**config.mk**
```make
export PLATFORM = sky130hd
export DESIGN_NAME = multi_mode_timer_core
export DESIGN_NICKNAME = d
export VERILOG_FILES = /design/src/rtl/timer_pkg.sv /design/src/rtl/timer_count_pair.sv /design/src/rtl/multi_mode_timer_core.sv
export SDC_FILE = /design/constraint.sdc
export NUM_CORES = 1
export LEC_CHECK = 0
export CAP_MARGIN = 10
export CORE_AREA = 2 2 91 67
export CTS_CLUSTER_DIAMETER = 50
export CTS_CLUSTER_SIZE = 14
export DETAILED_ROUTE_END_ITERATION = 10
export DIE_AREA = 0 0 93 69
export GPL_TIMING_DRIVEN = 0
export PLACE_DENSITY = 0.79
export SETUP_SLACK_MARGIN = 0.05
export SLEW_MARGIN = 10
export SYNTH_ARGS = -nofsm -noshare
export SYNTH_HDL_FRONTEND = slang
export SYNTH_SLANG_ARGS = --single-unit
```
**constraint.sdc**
```tcl
create_clock -name clk -period 3 [get_ports clk]
set_input_delay 0.6 -clock clk [delete_from_list [all_inputs] [get_ports clk]]
set_output_delay 0.6 -clock clk [all_outputs]
set_load 0.05 [all_outputs]
```
**src/rtl/timer_pkg.sv**
```systemverilog
// rtl/timer_pkg.sv - shared types, mode constants and preset clamp for the timer core
package timer_pkg;

    typedef enum logic [1:0] {
        ST_IDLE  = 2'd0,
        ST_RUN   = 2'd1,
        ST_PAUSE = 2'd2,
        ST_DONE  = 2'd3
    } state_e;

    localparam logic MODE_SW  = 1'b0;
    localparam logic MODE_TMR = 1'b1;

    function automatic int unsigned clamp_field(input int unsigned value, input int unsigned max_value);
        return (value > max_value) ? max_value : value;
    endfunction

endpackage

```
**src/rtl/timer_count_pair.sv**
```systemverilog
// rtl/timer_count_pair.sv - two-field up/down counter with load, wrap and zero flags
module timer_count_pair #(
    parameter int unsigned W = 8
) (
    input  logic         clk,
    input  logic         rst_n,
    input  logic         load_i,
    input  logic [W-1:0] load_lsb_i,
    input  logic [W-1:0] load_msb_i,
    input  logic         step_i,
    input  logic         dir_i,
    input  logic [W-1:0] lsb_max_i,
    input  logic [W-1:0] msb_max_i,
    output logic [W-1:0] lsb_o,
    output logic [W-1:0] msb_o,
    output logic         wrap_o,
    output logic         zero_o
);

    logic [W-1:0] lsb_q, lsb_d;
    logic [W-1:0] msb_q, msb_d;

    // wrap_o / zero_o describe the step being taken this cycle, not the held value
    always_comb begin
        lsb_d  = lsb_q;
        msb_d  = msb_q;
        wrap_o = 1'b0;
        zero_o = 1'b0;
        if (load_i) begin
            lsb_d = load_lsb_i;
            msb_d = load_msb_i;
        end else if (step_i && !dir_i) begin
            if (lsb_q < lsb_max_i) begin
                lsb_d = lsb_q + W'(1);
            end else begin
                lsb_d = '0;
                if (msb_q < msb_max_i) begin
                    msb_d = msb_q + W'(1);
                end else begin
                    msb_d  = '0;
                    wrap_o = 1'b1;
                end
            end
        end else if (step_i && dir_i) begin
            if (lsb_q != '0) begin
                lsb_d = lsb_q - W'(1);
            end else if (msb_q != '0) begin
                msb_d = msb_q - W'(1);
                lsb_d = lsb_max_i;
            end
            zero_o = (lsb_d == '0) && (msb_d == '0);
        end
    end

    always_ff @(posedge clk or negedge rst_n) begin
        if (!rst_n) begin
            lsb_q <= '0;
            msb_q <= '0;
        end else begin
            lsb_q <= lsb_d;
            msb_q <= msb_d;
        end
    end

    assign lsb_o = lsb_q;
    assign msb_o = msb_q;

endmodule

```
**src/rtl/multi_mode_timer_core.sv**
```systemverilog
// rtl/multi_mode_timer_core.sv - stopwatch/timer core with run/pause/done FSM, lap capture and flags
module multi_mode_timer_core
    import timer_pkg::*;
#(
    parameter int unsigned W           = 8,
    parameter int unsigned SW_LSB_MAX  = 99,
    parameter int unsigned SW_MSB_MAX  = 99,
    parameter int unsigned TMR_LSB_MAX = 59,
    parameter int unsigned TMR_MSB_MAX = 99
) (
    input  logic         clk,
    input  logic         rst_n,
    input  logic         tick_en,
    input  logic         start_stop,
    input  logic         clear,
    input  logic         lap,
    input  logic         mode_sel,
    input  logic [W-1:0] preset_lsb,
    input  logic [W-1:0] preset_msb,
    output logic [W-1:0] lsb_out,
    output logic [W-1:0] msb_out,
    output logic [W-1:0] lap_lsb,
    output logic [W-1:0] lap_msb,
    output logic         lap_valid,
    output logic         running,
    output logic         done,
    output logic         alarm,
    output logic         overflow
);

    localparam longint unsigned FIELD_LIMIT = 64'd1 << W;

    if (SW_LSB_MAX >= FIELD_LIMIT || SW_MSB_MAX >= FIELD_LIMIT ||
        TMR_LSB_MAX >= FIELD_LIMIT || TMR_MSB_MAX >= FIELD_LIMIT) begin : g_width_check
        $error("multi_mode_timer_core: a terminal value does not fit in W bits");
    end

    state_e       state_q, state_d;
    logic         mode_q, mode_d;
    logic         ss_prev_q;
    logic         ss_rise;
    logic [W-1:0] lap_lsb_q, lap_msb_q;
    logic         lap_valid_q, lap_valid_d;
    logic         lap_cap;
    logic         done_q, done_d;
    logic         overflow_q, overflow_d;

    logic [W-1:0] init_lsb, init_msb;
    logic         init_zero;
    logic         cnt_load, cnt_step;
    logic [W-1:0] cnt_lsb, cnt_msb;
    logic [W-1:0] cnt_lsb_max;
    logic         cnt_wrap, cnt_zero;

    assign ss_rise = start_stop & ~ss_prev_q;

    // Init value follows the live mode_sel: it feeds the IDLE tracking and clear loads
    always_comb begin
        init_lsb = '0;
        init_msb = '0;
        if (mode_sel == MODE_TMR) begin
            init_lsb = W'(clamp_field(32'(preset_lsb), TMR_LSB_MAX));
            init_msb = W'(clamp_field(32'(preset_msb), TMR_MSB_MAX));
        end
    end

    assign init_zero   = (init_lsb == '0) && (init_msb == '0);
    assign cnt_lsb_max = (mode_q == MODE_TMR) ? W'(TMR_LSB_MAX) : W'(SW_LSB_MAX);

    always_comb begin
        state_d     = state_q;
        mode_d      = mode_q;
        cnt_load    = 1'b0;
        cnt_step    = 1'b0;
        lap_cap     = 1'b0;
        lap_valid_d = lap_valid_q;
        done_d      = 1'b0;
        overflow_d  = 1'b0;
        if (clear) begin
            state_d     = ST_IDLE;
            lap_valid_d = 1'b0;
            cnt_load    = 1'b1;
        end else begin
            unique case (state_q)
                ST_IDLE: begin
                    cnt_load = 1'b1;
                    if (ss_rise) begin
                        mode_d = mode_sel;
                        if (mode_sel == MODE_TMR && init_zero) begin
                            state_d = ST_DONE;
                            done_d  = 1'b1;
                        end else begin
                            state_d = ST_RUN;
                        end
                    end
                end
                ST_RUN: begin
                    if (ss_rise) begin
                        state_d = ST_PAUSE;
                    end else begin
                        if (lap) begin
                            lap_cap     = 1'b1;
                            lap_valid_d = 1'b1;
                        end
                        if (tick_en) begin
                            cnt_step = 1'b1;
                            if (mode_q == MODE_SW && cnt_wrap) begin
                                overflow_d = 1'b1;
                            end
                            if (mode_q == MODE_TMR && cnt_zero) begin
                                state_d = ST_DONE;
                                done_d  = 1'b1;
                            end
                        end
                    end
                end
                ST_PAUSE: begin
                    if (ss_rise) begin
                        state_d = ST_RUN;
                    end
                end
                ST_DONE: begin
                    if (ss_rise) begin
                        state_d = ST_IDLE;
                    end
                end
                default: state_d = ST_IDLE;
            endcase
        end
    end

    always_ff @(posedge clk or negedge rst_n) begin
        if (!rst_n) begin
            state_q     <= ST_IDLE;
            mode_q      <= MODE_SW;
            ss_prev_q   <= 1'b0;
            lap_lsb_q   <= '0;
            lap_msb_q   <= '0;
            lap_valid_q <= 1'b0;
            done_q      <= 1'b0;
            overflow_q  <= 1'b0;
        end else begin
            state_q     <= state_d;
            mode_q      <= mode_d;
            ss_prev_q   <= start_stop;
            lap_valid_q <= lap_valid_d;
            done_q      <= done_d;
            overflow_q  <= overflow_d;
            if (lap_cap) begin
                lap_lsb_q <= cnt_lsb;
                lap_msb_q <= cnt_msb;
            end
        end
    end

    timer_count_pair #(
        .W (W)
    ) u_count (
        .clk        (clk),
        .rst_n      (rst_n),
        .load_i     (cnt_load),
        .load_lsb_i (init_lsb),
        .load_msb_i (init_msb),
        .step_i     (cnt_step),
        .dir_i      (mode_q),
        .lsb_max_i  (cnt_lsb_max),
        .msb_max_i  (W'(SW_MSB_MAX)),
        .lsb_o      (cnt_lsb),
        .msb_o      (cnt_msb),
        .wrap_o     (cnt_wrap),
        .zero_o     (cnt_zero)
    );

    assign lsb_out   = cnt_lsb;
    assign msb_out   = cnt_msb;
    assign lap_lsb   = lap_lsb_q;
    assign lap_msb   = lap_msb_q;
    assign lap_valid = lap_valid_q;
    assign running   = (state_q == ST_RUN);
    assign alarm     = (state_q == ST_DONE);
    assign done      = done_q;
    assign overflow  = overflow_q;

endmodule

```
Figure 1. Cell density map.
Scale bar: 20 µm. The die is cut into 9 by 7 equal tiles; dark blue is low, red is high, 0 to 100% covered.
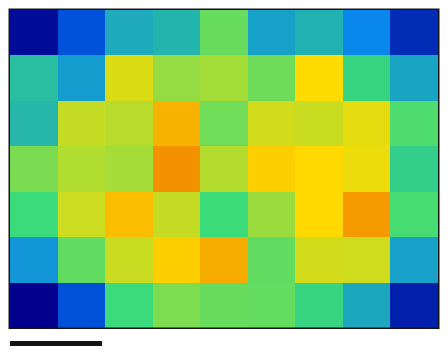
nearly empty tiles	1.6%
fullest tile	84%
mean over tiles	54%
tiles over 75% full	14%
core box area: 0.00553 mm²
Initial Utilization: 49.6%
fin util: 64.0%

==> results.cfg <==
; yosys + openroad results
[run_status]
status = completed

[finish]
final_layout_size_suffix_gt1_share_pct = 9.97
syn_to_final_growth_pct = 29.2
diodes = 0

[worst_setup_path]
cp-start-kind = input pin
required_ns = 3.23
reg2reg_depth = 9
path_buffers = 2
slowest_delay_ns = 0.77
crit_path_max_fanout = 10
crit_cells = 8
critPathKind = input pin to register
crit_slowest_cell = a21oi_1

[yosys]
ys_cells = 322
ys.warnings.count = 0
synth_nets = 353
edf_count = 0
async_flop_share_pct = 100
synth_area_mm2 = 0.00274
top_cell_area_share_pct = 35.6
yosys-top-cells-area = dfrtp_1 (36%), o21ai_0 (6.4%), nor2_1 (4.1%), nand2_1 (3.7%), ha_1 (3.7%)
synth_cells = 322
ys_ff = 39
synth.distinct_cells = 64
yosysChipArea_mm2 = 0.00274

[pwr]
combPwrFrac_pct = 47.4
internal-power_mw = 1.09
p_leak_nw = 1.43
worst_ir_drop_vdd_mv = 0.230
clockPowerShare_pct = 18.9
power_mw = 1.96

[sta]
whs_ns = 0.180
finalSetupViolations = 0
fin_crit_ns = 2.75
fin_crit_sh_pct = 91.8
finalSetupTns_ns = 0
final_max_slew_viol_count = 0
hold_viol = 0

[clocking]
cts_tree = built
cts_buffers = 5
insertion_delay_ns = 0.30
clkTransAtPathRegs_ns = 0.09

[detailed_routing]
route.antenna.remaining_nets = 0

[job]
warning_count = 29
drv_cap = 0

[floorplanning]
rows = 23
ios = 60
die_x_um = 93

[place]
io_buffers = 58
hpwl_um = 6340

[grt]
overflow = 0
grtUsageTotal_pct = 26.3
grt_pass1_wl_um = 13400

[hold_path]
min_path_type = input pin to async pin
Figure 2. M2 wires.
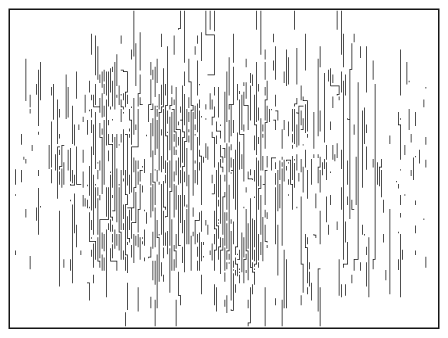
longest straight run	38.8 µm
wire length on this layer	3,320 µm
share of all routed wire	40%
nets with wire on the layer	358
vias: 2,898
Routed WL: 8320 µm

-- worst paths after layout --
| path | from | to | slack [ns] |
|---|---|---|---|
| min reg2reg | lap_lsb[2] | lap_lsb[2] | 0.49 |
| max reg2reg | u_count.lsb_o[1] | done | 0.25 |
| min | rst_n | u_count.lsb_o[7] | 0.18 |
| max in group asynchronous | rst_n | lap_msb[4] | 2.37 |
| min in group clk | lap_lsb[2] | lap_lsb[2] | 0.49 |
| max | start_stop | u_count.lsb_o[7] | 0.25 |
-- cells in the mapped netlist, types with 2 or more instances --
cell type	number
o21ai_1	2
nor4b_4	2
xor2_1	2
dfrtp_1	39
or3_1	5
a221oi_1	2
clkbuf_1	13
nor4b_1	3
o21ai_0	35
o31ai_1	2
nor2_1	30
buf_2	6
o22ai_1	6
nand3_1	7
or4_1	2
nand4_1	7
and4_1	2
and2_1	3
nor2b_1	4
nand2_1	27
inv_1	16
a2bb2oi_1	2
a21oi_1	18
a211oi_1	5
a32o_1	5
xnor2_1	3
o2bb2ai_1	4
nor3_2	2
and3_1	5
a31oi_1	4
mux2_2	6
ha_1	8
nor4_1	3
nor3_1	10
a222oi_1	3
-- registers in the layout, summed over array words and instances, names as in the netlist --
signal         cells
lap_lsb            8
ss_prev_q          1
mode_q             1
done               1
overflow           1
lap_msb            8
lap_valid          1
u_count.lsb_o      8
state_q            2
u_count.msb_o      8
-- metal layers --
metal  vias up  part of all wire [%]  GRT usage (%)
li1       1346                     -              -
met1      1337                    45           42.3
met2       206                    40           37.0
met5         -                     0              0
met4         0                  0.59           2.94
met3         9                    14           5.57
-- cells by family (layout without fill, tap and decap cells) --
logic type / count (synthesis) / after routing / share of synthesized area [%]
compound gates: 105 / 105 / 25.3
xor+xnor: 5 / 5 / 1.60
fa+ha+maj: 8 / 8 / 3.65
buf+inv: 36 / 105 / 5.48
flops: 39 / 39 / 35.6
mux: 6 / 6 / 2.47
simple gates: 123 / 123 / 25.9
-- area by class of cell --
class / instances / area, µm²
Fill cell: 488 / 1990
Multi-Input combinational cell: 247 / 1620
Sequential cell: 39 / 976
Timing Repair Buffer: 61 / 611
Tap cell: 75 / 93.8
Buffer: 20 / 90.1
Clock buffer: 6 / 72.6
Inverter: 16 / 60.1
Clock inverter: 2 / 12.5
-- power groups by stage --
stage | Sequential [mW] | Combinational [mW] | Clock [mW]
after floorplan | 0.907 | 0.362 | 0
after global placement | 0.666 | 0.894 | 0
after detailed placement | 0.669 | 0.903 | 0
after CTS | 0.659 | 0.907 | 0.374
after global routing | 0.670 | 0.980 | 0.398
final | 0.659 | 0.928 | 0.371
-- what timing repair did --
action,CTS,global route
endpoints found under the setup margin,0,11
buffers inserted,0,2
resized,0,4
-- through the flow --
stage               util [%]  setup slack, ns  cell area, µm²
detailed placement      62.0           -0.212            3430
finish                  64.0            0.245            3540
floorplan                  -            0.295            2740
global placement        61.8           -0.193            3410
CTS                     63.6           0.0811            3510
global route            64.0           0.0929            3540
Power figures rest on the tool's default switching activity, not on a simulated workload.
